File: src/rtl/load_store_unit.sv
// -----------------------------------------------------------------------------
// load_store_unit
//
// Purpose:
//   Bridges the execute stage and a word-organised data memory. Byte, halfword
//   and word requests are given as byte addresses and turned into word
//   accesses. Sub-word stores become a read-modify-write sequence. Load results
//   are sign- or zero-extended. The unit raises busy while a request is in
//   flight so the pipeline can stall on it.
//
//   The data memory registers its address and performs writes on the falling
//   clock edge. This block updates only on the rising edge. A word read
//   therefore returns its data at the rising edge that closes the cycle in
//   which the address was driven.
//
// Ports:
//   clock, reset        rising-edge clock; synchronous active-high reset
//   req_valid           request present; taken only while busy = 0
//   req_write           1 = store, 0 = load
//   req_size            00 byte, 01 halfword, 10 word, 11 reserved (error)
//   req_signed          loads only: 1 sign-extends, 0 zero-extends
//   req_addr            byte address
//   req_wdata           store data, right-aligned
//   busy                high in every state except IDLE
//   resp_valid          one-cycle completion pulse
//   resp_rdata          load result; 0 for stores and errors
//   resp_error          request rejected; no memory access was made
//   mem_write_enable    data memory write strobe (WRITE state only)
//   mem_address         word index, zero-extended req_addr[ADDR_WIDTH+1:2]
//   mem_input_data      word to be written to memory
//   mem_output_data     word read from memory
//
// Optional feature (macro LSU_RANGE_CHECK_EN):
//   When defined, a request with any req_addr bit at or above ADDR_WIDTH+2 set
//   is rejected with resp_error. When undefined, those bits are ignored and the
//   word index wraps modulo 2**ADDR_WIDTH.
// -----------------------------------------------------------------------------
module load_store_unit #(
    parameter int DATA_WIDTH = 32,  // lane logic assumes exactly 4 bytes
    parameter int ADDR_WIDTH = 10   // log2 of memory depth in words
) (
    input  logic                  clock,
    input  logic                  reset,
    input  logic                  req_valid,
    input  logic                  req_write,
    input  logic [1:0]            req_size,
    input  logic                  req_signed,
    input  logic [DATA_WIDTH-1:0] req_addr,
    input  logic [DATA_WIDTH-1:0] req_wdata,
    output logic                  busy,
    output logic                  resp_valid,
    output logic [DATA_WIDTH-1:0] resp_rdata,
    output logic                  resp_error,
    output logic                  mem_write_enable,
    output logic [DATA_WIDTH-1:0] mem_address,
    output logic [DATA_WIDTH-1:0] mem_input_data,
    input  logic [DATA_WIDTH-1:0] mem_output_data
);

    // Only the byte-address bits that reach the memory are kept after the
    // request is accepted.
    localparam int LA = ADDR_WIDTH + 2;

    localparam logic [1:0] SIZE_BYTE = 2'b00;
    localparam logic [1:0] SIZE_HALF = 2'b01;
    localparam logic [1:0] SIZE_WORD = 2'b10;

    typedef enum logic [1:0] {
        IDLE  = 2'b00,
        READ  = 2'b01,
        WRITE = 2'b10,
        RESP  = 2'b11
    } state_t;

    // ------------------------------------------------------------------
    // Registered state
    // ------------------------------------------------------------------
    state_t                state_q, state_d;
    logic                  write_q, write_d;
    logic [1:0]            size_q, size_d;
    logic                  signed_q, signed_d;
    logic [LA-1:0]         addr_q, addr_d;
    logic [DATA_WIDTH-1:0] wdata_q, wdata_d;
    logic                  resp_valid_q, resp_valid_d;
    logic [DATA_WIDTH-1:0] resp_rdata_q, resp_rdata_d;
    logic                  resp_error_q, resp_error_d;
    logic [DATA_WIDTH-1:0] mem_input_data_q, mem_input_data_d;

    // ------------------------------------------------------------------
    // Request error decode (evaluated on the incoming request)
    // ------------------------------------------------------------------
    logic req_err;

    always_comb begin
        req_err = 1'b0;
        case (req_size)
            SIZE_BYTE: req_err = 1'b0;
            SIZE_HALF: req_err = req_addr[0];
            SIZE_WORD: req_err = (req_addr[1:0] != 2'b00);
            default:   req_err = 1'b1;
        endcase
`ifdef LSU_RANGE_CHECK_EN
        // Addresses beyond the memory are rejected rather than aliased.
        if (|req_addr[DATA_WIDTH-1:LA]) begin
            req_err = 1'b1;
        end
`endif
    end

`ifndef LSU_RANGE_CHECK_EN
    // Upper address bits are deliberately ignored: the word index wraps.
    logic unused_addr_hi;
    assign unused_addr_hi = ^req_addr[DATA_WIDTH-1:LA];
`endif

    // ------------------------------------------------------------------
    // Lane handling on the word read back from memory
    // ------------------------------------------------------------------
    logic [7:0]            rd_byte [0:3];
    logic [3:0]            byte_en;
    logic [7:0]            wr_lane [0:3];
    logic [DATA_WIDTH-1:0] merged_word;

    // Byte lanes touched by the latched request (little-endian).
    always_comb begin
        byte_en = 4'b0000;
        case (size_q)
            SIZE_BYTE: byte_en = 4'b0001 << addr_q[1:0];
            SIZE_HALF: byte_en = addr_q[1] ? 4'b1100 : 4'b0011;
            default:   byte_en = 4'b1111;
        endcase
    end

    generate
        for (genvar gi = 0; gi < 4; gi++) begin : g_lane
            assign rd_byte[gi] = mem_output_data[gi*8 +: 8];

            // Store data is right-aligned, so a byte store replicates its low
            // byte to every lane and a halfword store its low halfword to
            // both halves; byte_en then picks the lane(s) actually written.
            always_comb begin
                case (size_q)
                    SIZE_BYTE: wr_lane[gi] = wdata_q[7:0];
                    SIZE_HALF: wr_lane[gi] = wdata_q[(gi % 2)*8 +: 8];
                    default:   wr_lane[gi] = wdata_q[gi*8 +: 8];
                endcase
            end

            assign merged_word[gi*8 +: 8] = byte_en[gi] ? wr_lane[gi] : rd_byte[gi];
        end
    endgenerate

    // Load extraction and extension.
    logic [7:0]            sel_byte;
    logic [15:0]           sel_half;
    logic [DATA_WIDTH-1:0] load_result;

    assign sel_byte = rd_byte[addr_q[1:0]];
    assign sel_half = addr_q[1] ? mem_output_data[31:16] : mem_output_data[15:0];

    always_comb begin
        case (size_q)
            SIZE_BYTE: load_result = {{(DATA_WIDTH-8){signed_q & sel_byte[7]}}, sel_byte};
            SIZE_HALF: load_result = {{(DATA_WIDTH-16){signed_q & sel_half[15]}}, sel_half};
            default:   load_result = mem_output_data;
        endcase
    end

    // ------------------------------------------------------------------
    // Next-state / registered-output logic
    // ------------------------------------------------------------------
    always_comb begin
        state_d          = state_q;
        write_d          = write_q;
        size_d           = size_q;
        signed_d         = signed_q;
        addr_d           = addr_q;
        wdata_d          = wdata_q;
        mem_input_data_d = mem_input_data_q;
        // Response fields are pulses: they are only non-zero on entry to RESP,
        // which also clears resp_rdata on entry to any other state.
        resp_valid_d     = 1'b0;
        resp_rdata_d     = '0;
        resp_error_d     = 1'b0;

        unique case (state_q)
            IDLE: begin
                if (req_valid) begin
                    write_d  = req_write;
                    size_d   = req_size;
                    signed_d = req_signed;
                    addr_d   = req_addr[LA-1:0];
                    wdata_d  = req_wdata;
                    if (req_err) begin
                        state_d      = RESP;
                        resp_valid_d = 1'b1;
                        resp_error_d = 1'b1;
                    end else if (!req_write) begin
                        state_d = READ;
                    end else if (req_size == SIZE_WORD) begin
                        // Full-word stores need no read of the old word.
                        state_d          = WRITE;
                        mem_input_data_d = req_wdata;
                    end else begin
                        state_d = READ;
                    end
                end
            end

            READ: begin
                // mem_output_data reflects mem_address at this closing edge.
                if (write_q) begin
                    mem_input_data_d = merged_word;
                    state_d          = WRITE;
                end else begin
                    resp_rdata_d = load_result;
                    resp_valid_d = 1'b1;
                    state_d      = RESP;
                end
            end

            WRITE: begin
                // The memory commits on the falling edge inside this cycle.
                resp_valid_d = 1'b1;
                state_d      = RESP;
            end

            RESP: begin
                state_d = IDLE;
            end

            default: begin
                state_d = IDLE;
            end
        endcase
    end

    always_ff @(posedge clock) begin
        if (reset) begin
            state_q          <= IDLE;
            write_q          <= 1'b0;
            size_q           <= 2'b00;
            signed_q         <= 1'b0;
            addr_q           <= '0;
            wdata_q          <= '0;
            resp_valid_q     <= 1'b0;
            resp_rdata_q     <= '0;
            resp_error_q     <= 1'b0;
            mem_input_data_q <= '0;
        end else begin
            state_q          <= state_d;
            write_q          <= write_d;
            size_q           <= size_d;
            signed_q         <= signed_d;
            addr_q           <= addr_d;
            wdata_q          <= wdata_d;
            resp_valid_q     <= resp_valid_d;
            resp_rdata_q     <= resp_rdata_d;
            resp_error_q     <= resp_error_d;
            mem_input_data_q <= mem_input_data_d;
        end
    end

    // ------------------------------------------------------------------
    // Outputs
    // ------------------------------------------------------------------
    assign busy             = (state_q != IDLE);
    assign mem_write_enable = (state_q == WRITE);
    assign mem_address      = {{(DATA_WIDTH-ADDR_WIDTH){1'b0}}, addr_q[LA-1:2]};
    assign mem_input_data   = mem_input_data_q;
    assign resp_valid       = resp_valid_q;
    assign resp_rdata       = resp_rdata_q;
    assign resp_error       = resp_error_q;

endmodule

File: config.mk
export PLATFORM = sky130hd
export DESIGN_NAME = load_store_unit
export DESIGN_NICKNAME = d
export VERILOG_FILES = /design/src/rtl/load_store_unit.sv
export SDC_FILE = /design/constraint.sdc
export NUM_CORES = 1
export LEC_CHECK = 0
export CAP_MARGIN = 20
export CORE_MARGIN = 2
export CORE_UTILIZATION = 49
export CTS_CLUSTER_SIZE = 25
export DETAILED_ROUTE_END_ITERATION = 7
export PLACE_DENSITY_LB_ADDON = 0.08
export SYNTH_ARGS = -nofsm -noshare
export SYNTH_HDL_FRONTEND = slang
export SYNTH_SLANG_ARGS = --single-unit
File: constraint.sdc
create_clock -name clock -period 2.9 [get_ports clock]
set_input_delay 0.29 -clock clock [delete_from_list [all_inputs] [get_ports clock]]
set_output_delay 0.29 -clock clock [all_outputs]
set_load 0.02 [all_outputs]
Figure 1. The metal 1 layer.
Scale: 3 px per µm.
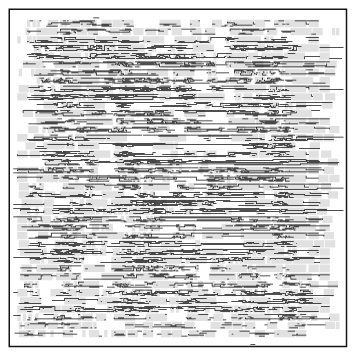
The longest straight run is 45.5 µm. The layer carries 8160 µm of wire. The layer holds 44% of the routed length. The wires run mostly horizontal. 827 nets have wire on it.

Figure 2. Met2 routing.
Scale: 4 px per µm.
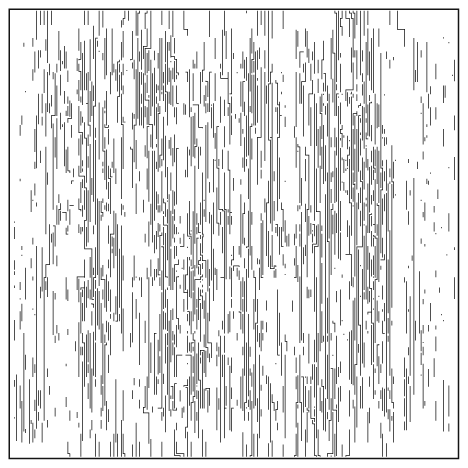
The layer holds 45% of the routed length. The layer carries 8330 µm of wire.

Figure 3. Signal wires on met3.
Scale: 2 px per µm.
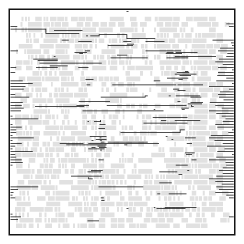
The layer holds 8.2% of the routed length. The wires run mostly horizontal.

==> run_summary.xml <==
<?xml version="1.0" encoding="UTF-8"?>
<metrics>
  <group name="run">
    <metric name="timing.max_cap.violations" unit="">0</metric>
  </group>
  <group name="global_routing">
    <metric name="pin_count_of_the_biggest_net_entering_global_routing" unit="">49</metric>
    <metric name="grt_antenna_before_repair" unit="">0</metric>
    <metric name="grt-busiest-layer" unit="">met2</metric>
    <metric name="grt_pass1_wl" unit="mm">28.9</metric>
    <metric name="grtUsageMet2" unit="%">45.7</metric>
  </group>
  <group name="run_status">
    <metric name="run_status" unit="">finished with violations</metric>
    <metric name="violations" unit="">DRC</metric>
  </group>
  <group name="final_layout">
    <metric name="area.share.sequential" unit="%">29.8</metric>
    <metric name="layout_top_cells_excl_fill_tap" unit="">nand2_1, clkdlybuf4s50_1, dfxtp_1</metric>
    <metric name="nNonClkInverters" unit="">11</metric>
    <metric name="area.growth.synth_to_final" unit="%">36.6</metric>
    <metric name="finalCoreUtilization" unit="%">68.3</metric>
    <metric name="buffer_area_share" unit="%">22.2</metric>
  </group>
  <group name="drt">
    <metric name="dr_total_vias" unit="">5813</metric>
    <metric name="drt-pass1-iter-count" unit="">8</metric>
    <metric name="detail_route.drc_violations" unit="">1</metric>
  </group>
  <group name="clocking">
    <metric name="root_buffer" unit="">clkbuf_16</metric>
    <metric name="cts_buffer_depth" unit="">2</metric>
    <metric name="cts.reportedPaths.clkPinSlew" unit="ns">0.06</metric>
    <metric name="clock_sink_count" unit="">116</metric>
    <metric name="tritoncts.num_buffers" unit="">17</metric>
    <metric name="cts-htree-levels" unit="">4</metric>
  </group>
  <group name="logic_synthesis">
    <metric name="area_fraction_of_the_dominant_cell_type_after_synthesis" unit="%">40.7</metric>
    <metric name="synthesis.instances" unit="">730</metric>
    <metric name="yosysWarnings" unit="">0</metric>
    <metric name="synth-area-yosys" unit="µm²">5710</metric>
    <metric name="synth-main-ff-cell" unit="">dfxtp_1</metric>
  </group>
  <group name="worst_setup_path">
    <metric name="crit_required" unit="ns">3.24</metric>
    <metric name="critPathCapture" unit="">mem_input_data[30]</metric>
    <metric name="end_kind" unit="">flip-flop</metric>
    <metric name="worst_path_dominant_cell_family" unit="">simple AND/OR/NAND/NOR gates</metric>
    <metric name="crit_path_from" unit="">state_q[0]</metric>
    <metric name="start_kind" unit="">flip-flop</metric>
  </group>
  <group name="place">
    <metric name="buffer_ports.inserted" unit="">160</metric>
    <metric name="dpl.hpwl" unit="mm">13.2</metric>
  </group>
  <group name="hold_path">
    <metric name="worst_hold_startpoint" unit="">reset</metric>
  </group>
  <group name="pwr">
    <metric name="ir_worst_vdd" unit="V">0.000681</metric>
    <metric name="p_per_area" unit="nW/µm²">980</metric>
    <metric name="cell_internal_pwr" unit="W">0.00459</metric>
    <metric name="comb_cell_power" unit="W">0.00325</metric>
    <metric name="power.static_leakage" unit="nW">2.80</metric>
  </group>
  <group name="final_timing">
    <metric name="worst_pin_slew" unit="ns">1.01</metric>
    <metric name="totalNegativeSetupSlack" unit="ns">0</metric>
    <metric name="post-route-worst-setup-slack" unit="ns">0.561</metric>
    <metric name="fmax" unit="MHz">428</metric>
  </group>
</metrics>
Power figures rest on the tool's default switching activity, not on a simulated workload.
